`src/rtl/bmp_copy_if.sv`:
```
// Command, ROM-read and RAM-write signal bundle between the test sequencer/memories and bmp_copy_engine.
// master drives commands and ROM read data; slave is the copy engine.
interface bmp_copy_if #(
    parameter int unsigned ADDR_WIDTH = 20,
    parameter int unsigned DATA_WIDTH = 8,
    parameter int unsigned LEN_WIDTH  = 21
);
    logic                  start;
    logic                  abort;
    logic [1:0]            mode;
    logic [ADDR_WIDTH-1:0] src_base;
    logic [ADDR_WIDTH-1:0] dst_base;
    logic [LEN_WIDTH-1:0]  len;
    logic [DATA_WIDTH-1:0] fill_val;
    logic [DATA_WIDTH-1:0] ROM_out;
    logic                  ROM_ren;
    logic [ADDR_WIDTH-1:0] ROM_addr;
    logic                  RAM_ren;
    logic                  RAM_wen;
    logic [ADDR_WIDTH-1:0] RAM_addr;
    logic [DATA_WIDTH-1:0] RAM_in;
    logic                  busy;
    logic                  done;

    modport master (
        output start, abort, mode, src_base, dst_base, len, fill_val, ROM_out,
        input  ROM_ren, ROM_addr, RAM_ren, RAM_wen, RAM_addr, RAM_in, busy, done
    );

    modport slave (
        input  start, abort, mode, src_base, dst_base, len, fill_val, ROM_out,
        output ROM_ren, ROM_addr, RAM_ren, RAM_wen, RAM_addr, RAM_in, busy, done
    );
endinterface

```
`src/rtl/bmp_copy_engine.sv`:
```
// Streams len words from a ROM base to a RAM base at one word per cycle,
// with copy / invert / constant-fill modes and abort.
module bmp_copy_engine #(
    parameter int unsigned ADDR_WIDTH = 20,
    parameter int unsigned DATA_WIDTH = 8,
    parameter int unsigned LEN_WIDTH  = 21
) (
    input logic       clk,
    input logic       rst,
    bmp_copy_if.slave bus
);

    typedef enum logic [1:0] {IDLE, RUN, DRAIN, FIN} state_t;

    localparam logic [1:0] MODE_INV  = 2'd1;
    localparam logic [1:0] MODE_FILL = 2'd2;

    state_t                state_q, state_n;
    logic [ADDR_WIDTH-1:0] src_q, src_n;
    logic [ADDR_WIDTH-1:0] dst_q, dst_n;
    logic [LEN_WIDTH-1:0]  len_q, len_n;
    logic [1:0]            mode_q, mode_n;
    logic [DATA_WIDTH-1:0] fill_q, fill_n;
    logic [LEN_WIDTH-1:0]  rd_cnt_q, rd_cnt_n;
    logic [LEN_WIDTH-1:0]  wr_cnt_q, wr_cnt_n;
    logic                  wr_pend_q, wr_pend_n;
    logic                  rom_ren_q, rom_ren_n;
    logic [ADDR_WIDTH-1:0] rom_addr_q, rom_addr_n;
    logic                  ram_wen_q, ram_wen_n;
    logic [ADDR_WIDTH-1:0] ram_addr_q, ram_addr_n;
    logic [DATA_WIDTH-1:0] ram_in_q, ram_in_n;
    logic                  busy_q, busy_n;
    logic                  done_q, done_n;

    // State and registered outputs
    always_ff @(posedge clk or posedge rst) begin
        if (rst) begin
            state_q    <= IDLE;
            src_q      <= '0;
            dst_q      <= '0;
            len_q      <= '0;
            mode_q     <= '0;
            fill_q     <= '0;
            rd_cnt_q   <= '0;
            wr_cnt_q   <= '0;
            wr_pend_q  <= 1'b0;
            rom_ren_q  <= 1'b0;
            rom_addr_q <= '0;
            ram_wen_q  <= 1'b0;
            ram_addr_q <= '0;
            ram_in_q   <= '0;
            busy_q     <= 1'b0;
            done_q     <= 1'b0;
        end else begin
            state_q    <= state_n;
            src_q      <= src_n;
            dst_q      <= dst_n;
            len_q      <= len_n;
            mode_q     <= mode_n;
            fill_q     <= fill_n;
            rd_cnt_q   <= rd_cnt_n;
            wr_cnt_q   <= wr_cnt_n;
            wr_pend_q  <= wr_pend_n;
            rom_ren_q  <= rom_ren_n;
            rom_addr_q <= rom_addr_n;
            ram_wen_q  <= ram_wen_n;
            ram_addr_q <= ram_addr_n;
            ram_in_q   <= ram_in_n;
            busy_q     <= busy_n;
            done_q     <= done_n;
        end
    end

    // Next-state, read issue and one-cycle-delayed write pipeline
    always_comb begin
        state_n    = state_q;
        src_n      = src_q;
        dst_n      = dst_q;
        len_n      = len_q;
        mode_n     = mode_q;
        fill_n     = fill_q;
        rd_cnt_n   = rd_cnt_q;
        wr_cnt_n   = wr_cnt_q;
        wr_pend_n  = 1'b0;
        rom_ren_n  = 1'b0;
        rom_addr_n = rom_addr_q;
        ram_wen_n  = 1'b0;
        ram_addr_n = ram_addr_q;
        ram_in_n   = ram_in_q;
        busy_n     = busy_q;
        done_n     = 1'b0;

        // ROM data for the read issued last cycle is on ROM_out now
        if (wr_pend_q) begin
            ram_wen_n  = 1'b1;
            ram_addr_n = dst_q + ADDR_WIDTH'(wr_cnt_q);
            wr_cnt_n   = wr_cnt_q + LEN_WIDTH'(1);
            case (mode_q)
                MODE_INV:  ram_in_n = ~bus.ROM_out;
                MODE_FILL: ram_in_n = fill_q;
                default:   ram_in_n = bus.ROM_out;
            endcase
        end

        unique case (state_q)
            IDLE: begin
                if (bus.start && !bus.abort) begin
                    src_n    = bus.src_base;
                    dst_n    = bus.dst_base;
                    len_n    = bus.len;
                    mode_n   = bus.mode;
                    fill_n   = bus.fill_val;
                    rd_cnt_n = '0;
                    wr_cnt_n = '0;
                    busy_n   = 1'b1;
                    // Empty transfer still passes DRAIN so done lands at T+2+len
                    state_n  = (bus.len == '0) ? DRAIN : RUN;
                end
            end
            RUN: begin
                rom_ren_n  = (mode_q != MODE_FILL);
                rom_addr_n = src_q + ADDR_WIDTH'(rd_cnt_q);
                rd_cnt_n   = rd_cnt_q + LEN_WIDTH'(1);
                wr_pend_n  = 1'b1;
                if (rd_cnt_q == len_q - LEN_WIDTH'(1)) begin
                    state_n = DRAIN;
                end
            end
            DRAIN: begin
                state_n = FIN;
            end
            FIN: begin
                done_n  = 1'b1;
                busy_n  = 1'b0;
                state_n = IDLE;
            end
            default: state_n = IDLE;
        endcase

        // Abort drops any in-flight write and freezes the address outputs
        if (bus.abort) begin
            state_n    = IDLE;
            wr_pend_n  = 1'b0;
            rom_ren_n  = 1'b0;
            rom_addr_n = rom_addr_q;
            ram_wen_n  = 1'b0;
            ram_addr_n = ram_addr_q;
            ram_in_n   = ram_in_q;
            busy_n     = 1'b0;
            done_n     = 1'b0;
        end
    end

    assign bus.ROM_ren  = rom_ren_q;
    assign bus.ROM_addr = rom_addr_q;
    assign bus.RAM_ren  = 1'b0;
    assign bus.RAM_wen  = ram_wen_q;
    assign bus.RAM_addr = ram_addr_q;
    assign bus.RAM_in   = ram_in_q;
    assign bus.busy     = busy_q;
    assign bus.done     = done_q;

endmodule
```
`src/flat_wrapper.sv`:
```
// flat-port wrapper written by rule: the top's interface ports become plain ports
module bmp_copy_engine_flat 
#(
    parameter int unsigned ADDR_WIDTH = 20,
    parameter int unsigned DATA_WIDTH = 8,
    parameter int unsigned LEN_WIDTH  = 21
)
  (clk, rst, bus_start, bus_abort, bus_mode, bus_src_base, bus_dst_base, bus_len, bus_fill_val, bus_ROM_out, bus_ROM_ren, bus_ROM_addr, bus_RAM_ren, bus_RAM_wen, bus_RAM_addr, bus_RAM_in, bus_busy, bus_done);
  bmp_copy_if #(.ADDR_WIDTH(ADDR_WIDTH), .DATA_WIDTH(DATA_WIDTH), .LEN_WIDTH(LEN_WIDTH)) bus_i ();
  input logic clk;
  input logic rst;
  input wire logic [$bits(bus_i.start)-1:0] bus_start;
  input wire logic [$bits(bus_i.abort)-1:0] bus_abort;
  input wire logic [$bits(bus_i.mode)-1:0] bus_mode;
  input wire logic [$bits(bus_i.src_base)-1:0] bus_src_base;
  input wire logic [$bits(bus_i.dst_base)-1:0] bus_dst_base;
  input wire logic [$bits(bus_i.len)-1:0] bus_len;
  input wire logic [$bits(bus_i.fill_val)-1:0] bus_fill_val;
  input wire logic [$bits(bus_i.ROM_out)-1:0] bus_ROM_out;
  output wire logic [$bits(bus_i.ROM_ren)-1:0] bus_ROM_ren;
  output wire logic [$bits(bus_i.ROM_addr)-1:0] bus_ROM_addr;
  output wire logic [$bits(bus_i.RAM_ren)-1:0] bus_RAM_ren;
  output wire logic [$bits(bus_i.RAM_wen)-1:0] bus_RAM_wen;
  output wire logic [$bits(bus_i.RAM_addr)-1:0] bus_RAM_addr;
  output wire logic [$bits(bus_i.RAM_in)-1:0] bus_RAM_in;
  output wire logic [$bits(bus_i.busy)-1:0] bus_busy;
  output wire logic [$bits(bus_i.done)-1:0] bus_done;
  assign bus_i.start = bus_start;
  assign bus_i.abort = bus_abort;
  assign bus_i.mode = bus_mode;
  assign bus_i.src_base = bus_src_base;
  assign bus_i.dst_base = bus_dst_base;
  assign bus_i.len = bus_len;
  assign bus_i.fill_val = bus_fill_val;
  assign bus_i.ROM_out = bus_ROM_out;
  assign bus_ROM_ren = bus_i.ROM_ren;
  assign bus_ROM_addr = bus_i.ROM_addr;
  assign bus_RAM_ren = bus_i.RAM_ren;
  assign bus_RAM_wen = bus_i.RAM_wen;
  assign bus_RAM_addr = bus_i.RAM_addr;
  assign bus_RAM_in = bus_i.RAM_in;
  assign bus_busy = bus_i.busy;
  assign bus_done = bus_i.done;
  bmp_copy_engine #(.ADDR_WIDTH(ADDR_WIDTH), .DATA_WIDTH(DATA_WIDTH), .LEN_WIDTH(LEN_WIDTH)) u_core (.clk(clk), .rst(rst), .bus(bus_i));
endmodule
```
`config.mk`:
```
export PLATFORM = sky130hd
export DESIGN_NAME = bmp_copy_engine_flat
export DESIGN_NICKNAME = d
export VERILOG_FILES = /design/src/rtl/bmp_copy_if.sv /design/src/rtl/bmp_copy_engine.sv /design/src/flat_wrapper.sv
export SDC_FILE = /design/constraint.sdc
export NUM_CORES = 1
export LEC_CHECK = 0
export ABC_AREA = 0
export CAP_MARGIN = 15
export CORE_MARGIN = 2
export CORE_UTILIZATION = 57
export DETAILED_ROUTE_END_ITERATION = 8
export GPL_TIMING_DRIVEN = 0
export PLACE_DENSITY_LB_ADDON = 0.2
export SYNTH_ARGS = -nofsm -noshare
export SYNTH_HDL_FRONTEND = slang
export SYNTH_SLANG_ARGS = --single-unit
```
`constraint.sdc`:
```
create_clock -name clk -period 8.5 [get_ports clk]
set_input_delay 0.85 -clock clk [delete_from_list [all_inputs] [get_ports clk]]
set_output_delay 0.85 -clock clk [all_outputs]
set_load 0.02 [all_outputs]
```
==> impl_metrics.py <==
# Auto-generated metrics
metrics = {
    "yosys": {
        "yosys.stat.chipArea_um2": 9430,
        "synth_dominant_cell_count": "sky130_fd_sc_hd__nand2_1",
        "post-synth-top-area-cell": "sky130_fd_sc_hd__dfrtp_1",
        "synth.avg_cell_area_um2": 8.65,
        "post_synth_main_area_contributors": "sky130_fd_sc_hd__dfrtp_1 44%, sky130_fd_sc_hd__nand2_1 12%, sky130_fd_sc_hd__ha_1 6.2%",
        "net_count_entering_floorplan": 1222,
        "post_synth_tally_of_flip_flops_with_integrated_enable": 0,
        "synthArstFlopShare_pct": 100,
        "number_of_different_library_cells_in_the_post_synthesis_netlist": 68,
        "yosys-stat-cells": 1090,
        "synth.cell_area_um2": 9430,
        "commonest_flop": "sky130_fd_sc_hd__dfrtp_1",
        "ys_warn_count": 0,
        "synth-seq-area-share_pct": 44.3,
        "syn_inst_count": 1090,
    },
    "cells_and_area": {
        "fraction_of_layout_instances_using_a_drive_strength_above_1_pct": 4.54,
        "antenna_cells": 0,
        "post_route_cell_area_um2": 11600,
        "final_nets": 1375,
        "layout_top_cells": "293 x sky130_fd_sc_hd__nand2_1, 167 x sky130_fd_sc_hd__dfrtp_1, 133 x sky130_fd_sc_hd__clkdlybuf4s50_1",
    },
    "flow_run": {
        "maxCapViolCount": 0,
        "openroad.warnings": 30,
    },
    "clock_network": {
        "clkSlewWorstSetupHoldPaths_ns": 0.07,
        "clock.latency.late_pin_ns": 0.43,
        "htree_num_levels": 4,
        "post-cts-setup-buffer-count": 0,
        "cts-resized-gates": 0,
        "cts_root_buffer": "sky130_fd_sc_hd__clkbuf_16",
        "clock_sink_count": 167,
        "cts_hold_buffers": 0,
        "cts-root-to-sink-buffers": 2,
    },
    "pwr": {
        "ir_drop_v": 0.000163,
        "finalPower_w": 0.00353,
        "p_leak_nw": 5.33,
    },
    "place": {
        "place.gp.congestion": 0.948,
        "post_place_cell_area_um2": 11100,
        "preCtsSetupSlack_ns": 5.20,
        "dp.final_hpwl_mm": 17.2,
    },
    "worst_setup_path": {
        "worstSetupEndpointType": "flip-flop",
        "worst_path_largest_cell_delay_ns": 0.48,
        "worst-path-buf-inv": 0,
        "critical-path-top-delay-family": "AND-OR/OR-AND gates",
        "timing.critical_path.from_type": "flip-flop",
        "worst_setup_path_category": "reg -> reg",
        "worst_ep_required_time_ns": 8.79,
        "crit_path_max_fanout": 6,
        "critical_path.cell_chain": "ha_1 -> o21ai_0 -> a221oi_1 -> a21boi_0 -> a32oi_1 -> o21ai_0 -> nor4bb_1 -> a211oi_1",
    },
    "sta": {
        "finalWorstSetupSlack_ns": 5.52,
        "finalHoldWorstSlack_ns": 0.476,
        "clock-skew-final_ns": 0.00974,
        "timing.setup.tns_ns": 0,
        "period_needed_ns": 2.98,
        "unrepaired_setup_endpoints_after_global_routing": "false",
        "fmaxAchievable_mhz": 335,
        "worst_slew_slack_as_a_fraction_of_its_limit_pct": 52.0,
        "final_setup_violation_count": 0,
    },
    "global_route": {
        "grt_util_met1_pct": 35.7,
        "grt_util_all_layers_pct": 27.0,
        "overflow": 0,
        "grt_pass1_vias": 7939,
        "busiest_layer": "met2",
        "grt_start_max_net_pins": 99,
        "number_of_antenna_violations_at_the_first_check_in_global_routing": 0,
    },
    "floorplanning": {
        "core_util_floorplan_pct": 57.7,
        "floorplan.rows": 47,
        "placeableCoreArea_um2": 16300,
        "io_pins": 136,
    },
    "min_path": {
        "worst_hold_path_type": "reg -> reg",
    },
    "routing": {
        "final_antenna_net_count": 0,
        "route.detailed.wl_per_inst_um": 15.9,
        "drt_first_pass_iters": 5,
        "post_drt_via_cell_ratio": 5.64,
    },
    "run_status": {
        "outcome": "finished, final reports clean",
    },
}
logic make-up after synthesis:
kind of cell               after synthesis  synth area share, %
and+or+nand+nor                        495                 23.7
AOI/OAI and AO/OA                      213                 13.5
DFF                                    167                 44.3
xor gates and xnor gates                81                 7.52
buffers and inverters                   77                 3.40
adders and majority gates               49                 6.66
muxes                                    7                0.810
other                                    1               0.0398
layer usage:
layer  vias up  wire length (µm)  part of all wire, %
met5         -                 0                    0
met4         0               544                  2.3
met3        50              1390                  5.9
met2       259             11400                   49
met1      3985             10200                   43
li1       4030                 -                    -
per-stage QoR:
stage	utilization (%)	instances
6_report	71.0	1476
5_1_grt	71.0	1476
4_1_cts	71.0	1476
3_5_place_dp	67.7	1444
3_3_place_gp	67.5	1443
2_1_floorplan	-	1090
worst min-delay path: cells and delay by family (launching register included):
family,cells,cell delay [ns]
AND/OR/NAND/NOR,2,0.11
flip-flops,1,0.34
final timing paths:
kind | slack, ns | depth (start not counted) | end | startpoint
hold reg to reg | 0.48 | 2 | u_core.fill_q[4]$_DFFE_PP0P_ | u_core.fill_q[4]$_DFFE_PP0P_
setup reg to reg | 5.52 | 8 | u_core.bus.ROM_addr[19]$_DFFE_PP0P_ | u_core.rd_cnt_q[6]$_DFFE_PP0P_
min in group asynchronous | 0.87 | 2 | u_core.fill_q[3]$_DFFE_PP0P_ | rst
setup / recovery | 5.52 | 8 | u_core.bus.ROM_addr[19]$_DFFE_PP0P_ | u_core.rd_cnt_q[6]$_DFFE_PP0P_
hold / removal | 0.48 | 2 | u_core.fill_q[4]$_DFFE_PP0P_ | u_core.fill_q[4]$_DFFE_PP0P_
max in group asynchronous | 6.79 | 3 | u_core.len_q[11]$_DFFE_PP0P_ | rst
layout make-up:
type | count | area, µm²
Clock buffer | 22 | 464
Inverter | 33 | 131
Multi-Input combinational cell | 846 | 4930
Fill cell | 1334 | 4740
Sequential cell | 167 | 4180
Tap cell | 220 | 275
Buffer | 44 | 196
Timing Repair Buffer | 134 | 1360
Clock inverter | 10 | 73.8
sequential cells by signal (all words and copies together), names as in the netlist:
register and cells:
u_core.rd_cnt_q 21, u_core.bus.busy 1, u_core.bus.ROM_ren 1, u_core.dst_q 20, u_core.bus.RAM_in 8, u_core.mode_q 2
u_core.bus.RAM_wen 1, u_core.wr_pend_q 1, u_core.fill_q 8, u_core.state_q 2, u_core.bus.done 1, u_core.wr_cnt_q 20
u_core.len_q 21, u_core.src_q 20, u_core.bus.RAM_addr 20, u_core.bus.ROM_addr 20
power breakdown:
part           leakage (nW)  switching [W]  internal [W]
combinational          2.93       0.000865      0.000657
clock                 0.249       0.000322      0.000389
sequential             2.15       0.000215       0.00108
total                  5.33        0.00140       0.00212
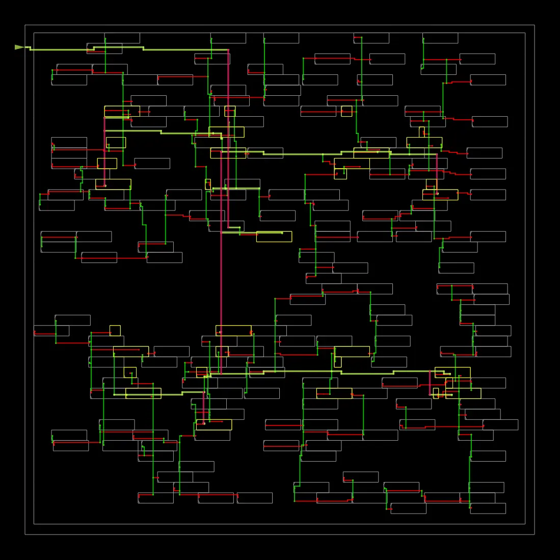
*Clock nets*
number of clock buffers inserted by TritonCTS: 17
flip-flops: 167

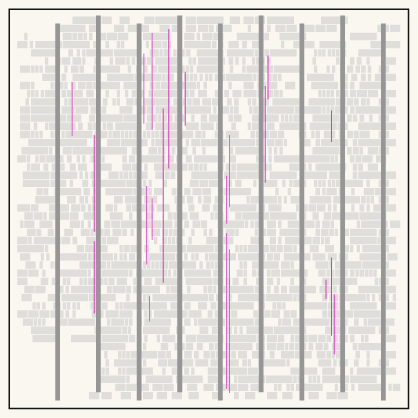
*Metal 4*
Drawn at 3 px/µm. Supply wires on this layer in grey. Cells faint in the background.
main direction: vertical
share of all routed wire: 2.3%
via count of the routed design: 8324
overall routed net length: 23.5 mm

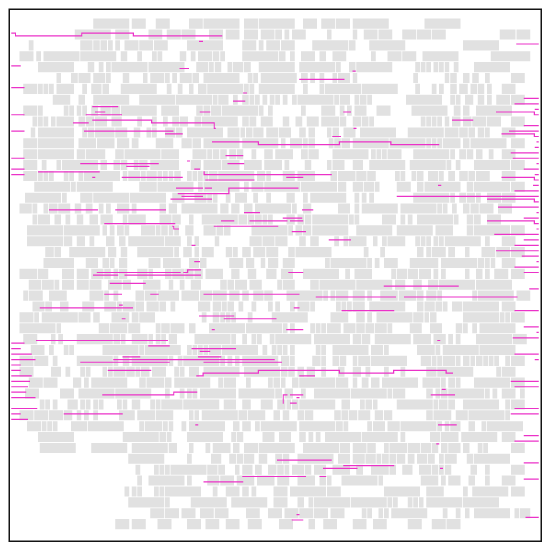
*The metal 3 layer*
Drawn at 4 px/µm. Cells faint in the background.
share of all routed wire: 5.9%
nets with wire on the layer: 140
wire length on this layer: 1390 µm
met3 track demand over resource: 5.06%

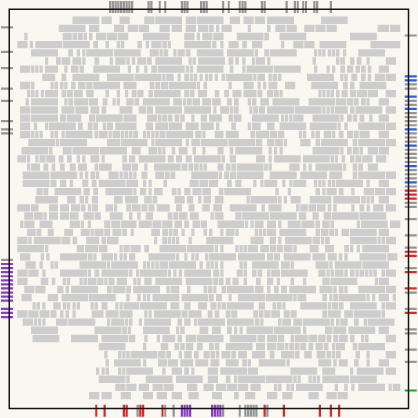
*Ports around the boundary*
Drawn at 3 px/µm. Pins as bars across the die edge, other pins in grey.
| port | colour | pins | direction | edge |
|---|---|---|---|---|
| bus_len | purple | 21 | input | 13 west, 8 south |
| bus_RAM_in | blue | 8 | output | east |
| bus_dst_base | red | 20 | input | 12 south, 8 east |
| bus_RAM_ren | green | 1 | output | east |
all pins by edge: 49 east, 34 north, 31 south, 22 west
width of the die: 133 µm
DIE HEIGHT: 133 µm

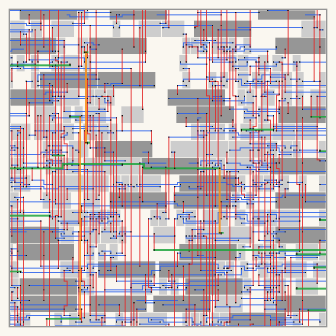
*Zoomed window*
Region (74, 74) to (124, 124) µm. Cells in grey, sequential cells in the stronger grey; small squares are vias.
| layer | colour |
|---|---|
| M2 | red |
| M1 | blue |
| M3 | green |
| M4 | orange |
sequential cells in the window: 33
netlist names of flops here include: u_core.bus.RAM_in (7), u_core.fill_q (7), u_core.bus.ROM_addr (5)
most frequent: nand2_1 (60), dfrtp_1 (33), a21oi_1 (20)
cells with their middle in the window: 206

Power and IR drop assume default switching activity.
